Design phase_detector, sky130hd; sources not shown.
Fig. 1: run 1, signal wires on met1
Scale: 4 px per um. Supply wires on this layer in gray.
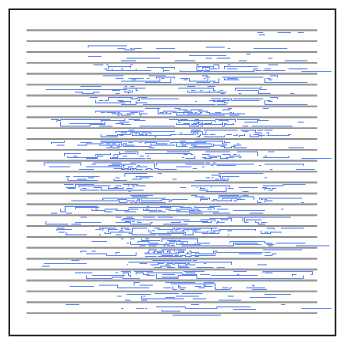
The longest straight run is 26.7 um. The layer carries 2540 um of wire. 273 nets have wire on it.
GRT met1 Usage: 0.2406
routed wire length: 5.217 mm
total number of vias: 1954

Fig. 2: run 1, M2 wires
Scale: 3 px per um.
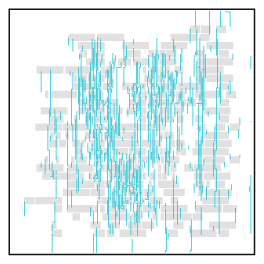
The layer carries 2310 um of wire. The longest straight run is 25.2 um. The layer holds 44% of the routed length. 226 nets have wire on it. The wires run mostly vertical.
GR Util met2: 0.2570

Fig. 3: run 1, the metal 3 layer
Scale: 4 px per um.
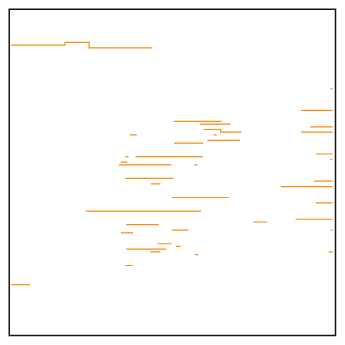
The wires run mostly horizontal. The layer carries 265 um of wire. 32 nets have wire on it.
M3 GR Usage: 0.02772

==> metrics.yaml, run 1 <==
sta:
  finalSetupViolCount: 0
  fin_tns_setup_ns: 0
  max_slew.worst_pin.slew_ns: 0.6120
  final.setup_skew_ns: 0.004794
  period_needed_ns: 2.203
  finalHoldViolations: 0
  slew_headroom: 0.5883
  fmax_mhz: 453.9
yosys:
  syn_area_um2: 2412
  syn_inst: 256
  ys_cells: 256
  topCellsByArea: "dfrtp_1 (44%), a22o_1 (5.4%), xor2_1 (5.4%), nor2_1 (5.3%), o22ai_1 (3.4%)"
  synth_warnings: 6
  ys_ff: 42
  synth.distinct_cells: 43
setup_path:
  critPathCaptureType: "register"
  crit_type: "register to register"
  cp.arrival_ns: 2.40
  cp_cell_sequence: "inv_1, ha_1, or4b_4, nor4_1, xor2_1, o22ai_1, a22o_1"
  cp_slowest_cell: "or4b_4"
  cp.required_ns: 2.54
  slowest_delay_ns: 0.53
  cp_max_fo: 6
drt:
  viasPerCell: 5.473
  dr.pass1.iters: 4
clock_network:
  clock_path_buffers: 2
  tritoncts: "yes"
  clk_pin_slew_ns: 0.08
  postCtsSetupRepairBufs: 0
  clock-root-buffer: "clkbuf_8"
  cts_inserted_buffers: 5
  clk_latency_ns: 0.30
global_routing:
  first_global_vias: 1825
  grtUsageTotal: 0.1699
power_and_ir_drop:
  p_per_area_nw_per_um2: 700.4
  cellLeakagePower_uw: 0.001351
  peakVddDrop_mv: 0.2981
finish:
  stdcell_count: 357
  fillers: 473
  area_growth_pct: 21.11
  fin_nets: 297
  regArea_um2: 1052
  largest_reg_flops: 16
placed_design:
  hpwlAfterDp_mm: 3.852
  place_congestion: 0.9167
floorplan:
  chipArea_um2: 6596
  core_area_um2: 5140
  ios: 24
  die-width_um: 81.22
run:
  drv_cap: 0
  warnings: 30
hold_path:
  hold_path_depth: 0
  hold_path.class: "register to register"
outcome:
  status: "complete, no violations"
## run 1: per-stage QoR
stage | util | total power [uW] | area (um^2) | worst slack, ns
final | 0.5684 | 2046 | 2922 | 0.1469
after global routing | 0.5684 | 2166 | 2922 | 0.01464
after CTS | 0.5638 | 2046 | 2898 | 0.06481
after detailed placement | 0.5407 | 1474 | 2779 | 0.05202
after global placement | 0.5407 | 1467 | 2779 | 0.08709
after floorplan | - | 1273 | 2412 | 0.2301
## run 1: final cells by class
class	instances	share of cell area
Timing Repair Buffer	46	0.1413
Inverter	11	0.01413
Clock buffer	5	0.02355
Sequential cell	42	0.3602
Tap cell	70	0.02998
Multi-Input combinational cell	180	0.4171
Clock inverter	3	0.01370
## run 1: kinds of logic after synthesis
kind of cell / Yosys count / synth area share
DFF: 42 / 0.4357
xor gates and xnor gates: 23 / 0.08351
buffers and inverters: 34 / 0.06846
and+or+nand+nor: 98 / 0.2189
AOI/OAI and AO/OA: 53 / 0.1624
adders and majority gates: 6 / 0.03112
## run 1: Yosys cell counts (all sizes together)
cell	instances
dfrtp	42
nor2	35
a22o	17
nand2	16
xor2	15
o22ai	13
buf	12
clkbuf	11
inv	11
nor4	10
xnor2	8
nand3	7
nor3	7
ha	6
a21oi	5
or4	5
nand4	4
o21ai	4
or2	4
o31ai	3
a221o	2
and3	2
nor2b	2
o21bai	2
a21o	1
a22oi	1
a311oi	1
a31oi	1
a32o	1
and2	1
nand2b	1
nand3b	1
nor3b	1
o2111ai	1
o211ai	1
or3	1
or4b	1
## run 1: metal layers
metal	GRT usage	wire length [um]	up-vias
li1	-	-	964
met1	0.2406	2538	920
met2	0.2570	2314	61
met3	0.02772	264	9
met4	0.06926	99	0
met5	0	0	-
## run 1: critical path, delay by kind of cell (launching register included)
family	cells	cell delay, ns
fa+ha+maj	1	0.21
simple gates	2	0.84
compound gates	2	0.31
buf+inv	1	0.13
flops	1	0.44
xor+xnor	1	0.18
## run 1: timing repair
action                                 CTS  global route
endpoints found under the hold margin    1             0
resized                                  0             6
setup endpoints to repair                0            15
hold buffers                             1             0
## run 1: power by group
group	total (uW)	internal [uW]	leakage (uW)	switching, uW
Sequential	831	784	0.000566	47.4
Combinational	650	303	0.000727	348
Clock	565	313	0.0000579	252
==> inputs of run 2 (changes only) <==
--- a/config.mk
+++ b/config.mk
@@ -9,6 +9,7 @@
 export CORE_MARGIN = 4
 export CORE_UTILIZATION = 45
 export DETAILED_ROUTE_END_ITERATION = 12
+export GPL_TIMING_DRIVEN = 0
 export PLACE_DENSITY = 0.69
 export SKIP_LAST_GASP = 1
 export SLEW_MARGIN = 15
Fig. 4: run 2, signal wires on met1
Scale: 4 px per um. Supply wires on this layer in gray.
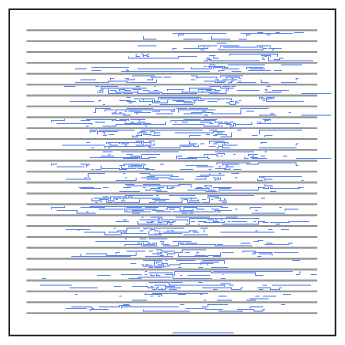
The longest straight run is 33.1 um. The layer carries 2470 um of wire. 270 nets have wire on it. The layer holds 48% of the routed length.
routed wire length: 5.087 mm
total number of vias: 1927
GRT met1 Usage: 0.2359

==> run 2 against run 1 <==
  * Synthesized cell count did not move
  * Worst setup slack worse by 0.13 ns
  * Flip-flop count did not move
  * Non-clock buffer count is 3 higher
  * Clock-buffer cell count is 2 higher
  * Global-route usage increased by 0.57 points
  * Combinational power increased by 4.6%
  * Routed wire length decreased by 2.5%
  * Critical path depth increased by 1
==> metrics.yaml, run 2 <==
yosys:
  synth_xor_xnor_area_share: 0.08351  # unchanged
  ys_sh_aoi: 0.1623  # unchanged
  ys_ff: 42  # unchanged
  simple_gate_area_frac: 0.2189  # unchanged
  yosysTopAreaCell: "dfrtp_1"
  async_flop_share: 1.000  # unchanged
  synth-edff-count: 0  # unchanged
  ys_top_cells_by_count: "dfrtp_1 (42), nor2_1 (34), nand2_1 (16)"
  synth_warnings: 6  # unchanged
  topCellsByArea: "dfrtp_1 (44%), a22o_1 (5.4%), xor2_1 (5.4%), nor2_1 (5.3%), o22ai_1 (3.4%)"
  mux_area_frac: 0  # unchanged
  top_logic_kind: "simple AND/OR/NAND/NOR gates"
  synth.distinct_cells: 43  # unchanged
  ys.flop_type: "dfrtp_1"
  syn_inst: 256  # unchanged
  ys_chip_area_um2: 2412
  syn_area_um2: 2412  # unchanged
  most_common_cell: "dfrtp_1"
  yosys.area_share.adder: 0.03112  # unchanged
sta:
  finalSetupViolCount: 0  # unchanged
  final.setup_skew_ns: 0.005507  # +0.0007136 ns
  period_needed_ns: 2.329  # +0.1255 ns
  fmax_mhz: 429.4  # -5.4%
  max_slew.worst_pin.slew_ns: 0.4957  # -0.1163 ns
  finalHoldViolations: 0  # unchanged
  slew_headroom: 0.6696  # +0.08131
placed_design:
  postPlaceCellArea_um2: 2753  # -0.95%
  place_congestion: 0.8779  # -4.2%
  pre_cts_ws_ns: -0.1192  # -0.1712 ns
  port_buffers: 23
  place_inst: 350
  hpwlAfterDp_mm: 3.787  # -1.7%
power_and_ir_drop:
  intPower_uw: 1342  # -4.1%
  switchingPower_uw: 651.4  # +0.65%
  seqPwrFrac: 0.418  # +0.012
  p_per_area_nw_per_um2: 675.8  # -3.5%
  cellLeakagePower_uw: 0.001340  # -0.81%
  p_sw_frac: 0.3268  # +0.01059
  clock_power_share: 0.241  # -0.035
  pwr-share-comb: 0.341  # +0.023
setup_path:
  slowest_delay_ns: 0.53  # about the same
  cp.required_ns: 2.54  # about the same
  cp.arrival_ns: 2.51  # +0.11 ns
  critPathCaptureType: "register"
  cp_cell_sequence: "buf_4, inv_1, ha_2, or4b_4, nor4_2, xor2_1, o22ai_1, a22o_1"
  crit_buf_inv: 2  # +1
  crit_cells: 8  # +1
  cp_max_fo: 6  # unchanged
  cp_slowest_cell: "or4b_4"
  crit_family: "simple AND/OR/NAND/NOR gates"
  crit_type: "register to register"
  startpoint_type: "register"
drt:
  final_antenna_net_count: 0
  viasPerCell: 5.353  # -2.2%
  dr.pass1.iters: 5  # +1
clock_network:
  cts_inserted_buffers: 5  # unchanged
  clk_latency_ns: 0.30  # about the same
  tritoncts: "yes"
  clock-root-buffer: "clkbuf_8"
  clk_pin_slew_ns: 0.08  # about the same
  hold_buffers: 0  # -1
  clock_path_buffers: 2  # unchanged
finish:
  area_growth_pct: 22.25
  largest_reg_flops: 16  # unchanged
  diodes: 0
  fillers: 487  # +3.0%
  regArea_um2: 1054  # +0.12%
  fin_area_um2: 2949  # +0.94%
  stdcell_count: 360  # +0.84%
  fin_nets: 300  # +1.0%
floorplan:
  core_area_um2: 5140  # unchanged
  chipArea_um2: 6596  # unchanged
  ios: 24  # unchanged
  fp_util: 0.4693
  fp.dieH_um: 81.22
global_routing:
  grtUsageTotal: 0.1755  # +0.005656
  grt_max_degree: 23
  first_global_vias: 1806  # -1.0%
run:
  drv_cap: 0  # unchanged
  warnings: 32  # +6.7%
outcome:
  status: "complete, no violations"
Fig. 5: run 2, M2 wires
Scale: 3 px per um.
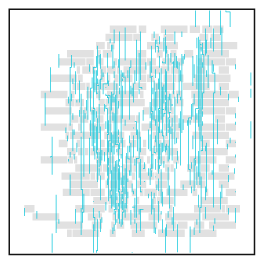
226 nets have wire on it. The longest straight run is 48.3 um. The layer carries 2360 um of wire. The layer holds 46% of the routed length.
GR Util met2: 0.2750

## run 2: layer usage
layer | vias up | part of all wire | GRT usage | wire [um]
li1 | 980 | - | - | -
met1 | 903 | 0.48 | 0.2359 | 2466
met2 | 35 | 0.46 | 0.2750 | 2358
met3 | 9 | 0.034 | 0.03659 | 175
met4 | 0 | 0.017 | 0.07095 | 87
met5 | - | 0 | 0 | 0
## run 2: cells by family (layout without fill, tap and decap cells)
family                     after synthesis  in the layout
AOI/OAI and AO/OA                       53             53
xor gates and xnor gates                23             23
adders and majority gates                6              6
buffers and inverters                   34             68
DFF                                     42             42
and+or+nand+nor                         98             98
## run 2: through the flow
stage / util / hold WS, ns / setup TNS [ns] / total power, uW
final: 0.5738 / 0.1291 / 0 / 1993
after CTS: 0.5533 / 0.1330 / -0.001654 / 1970
after global routing: 0.5738 / 0.1636 / -0.1277 / 2137
after detailed placement: 0.5355 / 0.3364 / -0.3055 / 1482
after global placement: 0.5312 / 0.3337 / -10.83 / 1468
after floorplan: - / 0.1744 / 0 / 1273
## run 2: cell type report
| cell class | instances | share of cell area |
|---|---|---|
| clock inverter | 1 | 0.001697 |
| inverter | 11 | 0.01400 |
| sequential | 42 | 0.3572 |
| multi-input combinational | 180 | 0.4289 |
| buffer | 22 | 0.04582 |
| clock buffer | 7 | 0.02927 |
| tap | 70 | 0.02970 |
| timing repair buffer | 27 | 0.09334 |
## run 2: power groups by stage
stage	clock network [uW]	registers [uW]	logic [uW]
after floorplan	0	840	433
after global placement	0	845	623
after detailed placement	0	846	636
after CTS	500	832	638
after global routing	532	842	763
final	479	833	680
## run 2: repair_timing
action,CTS,global route
pin swaps,0,2
setup buffers,0,3
endpoints found under the setup margin,1,25
gates resized,0,23
## run 2: worst reg2reg max path: stages, from the launching register on
cell	delay, ns
dfrtp_2	0.44
buf_4	0.16
inv_1	0.05
ha_2	0.19
or4b_4	0.53
nor4_2	0.35
xor2_1	0.20
o22ai_1	0.10
a22o_1	0.21
No activity file was given, so power comes from the tool's default toggle rates.
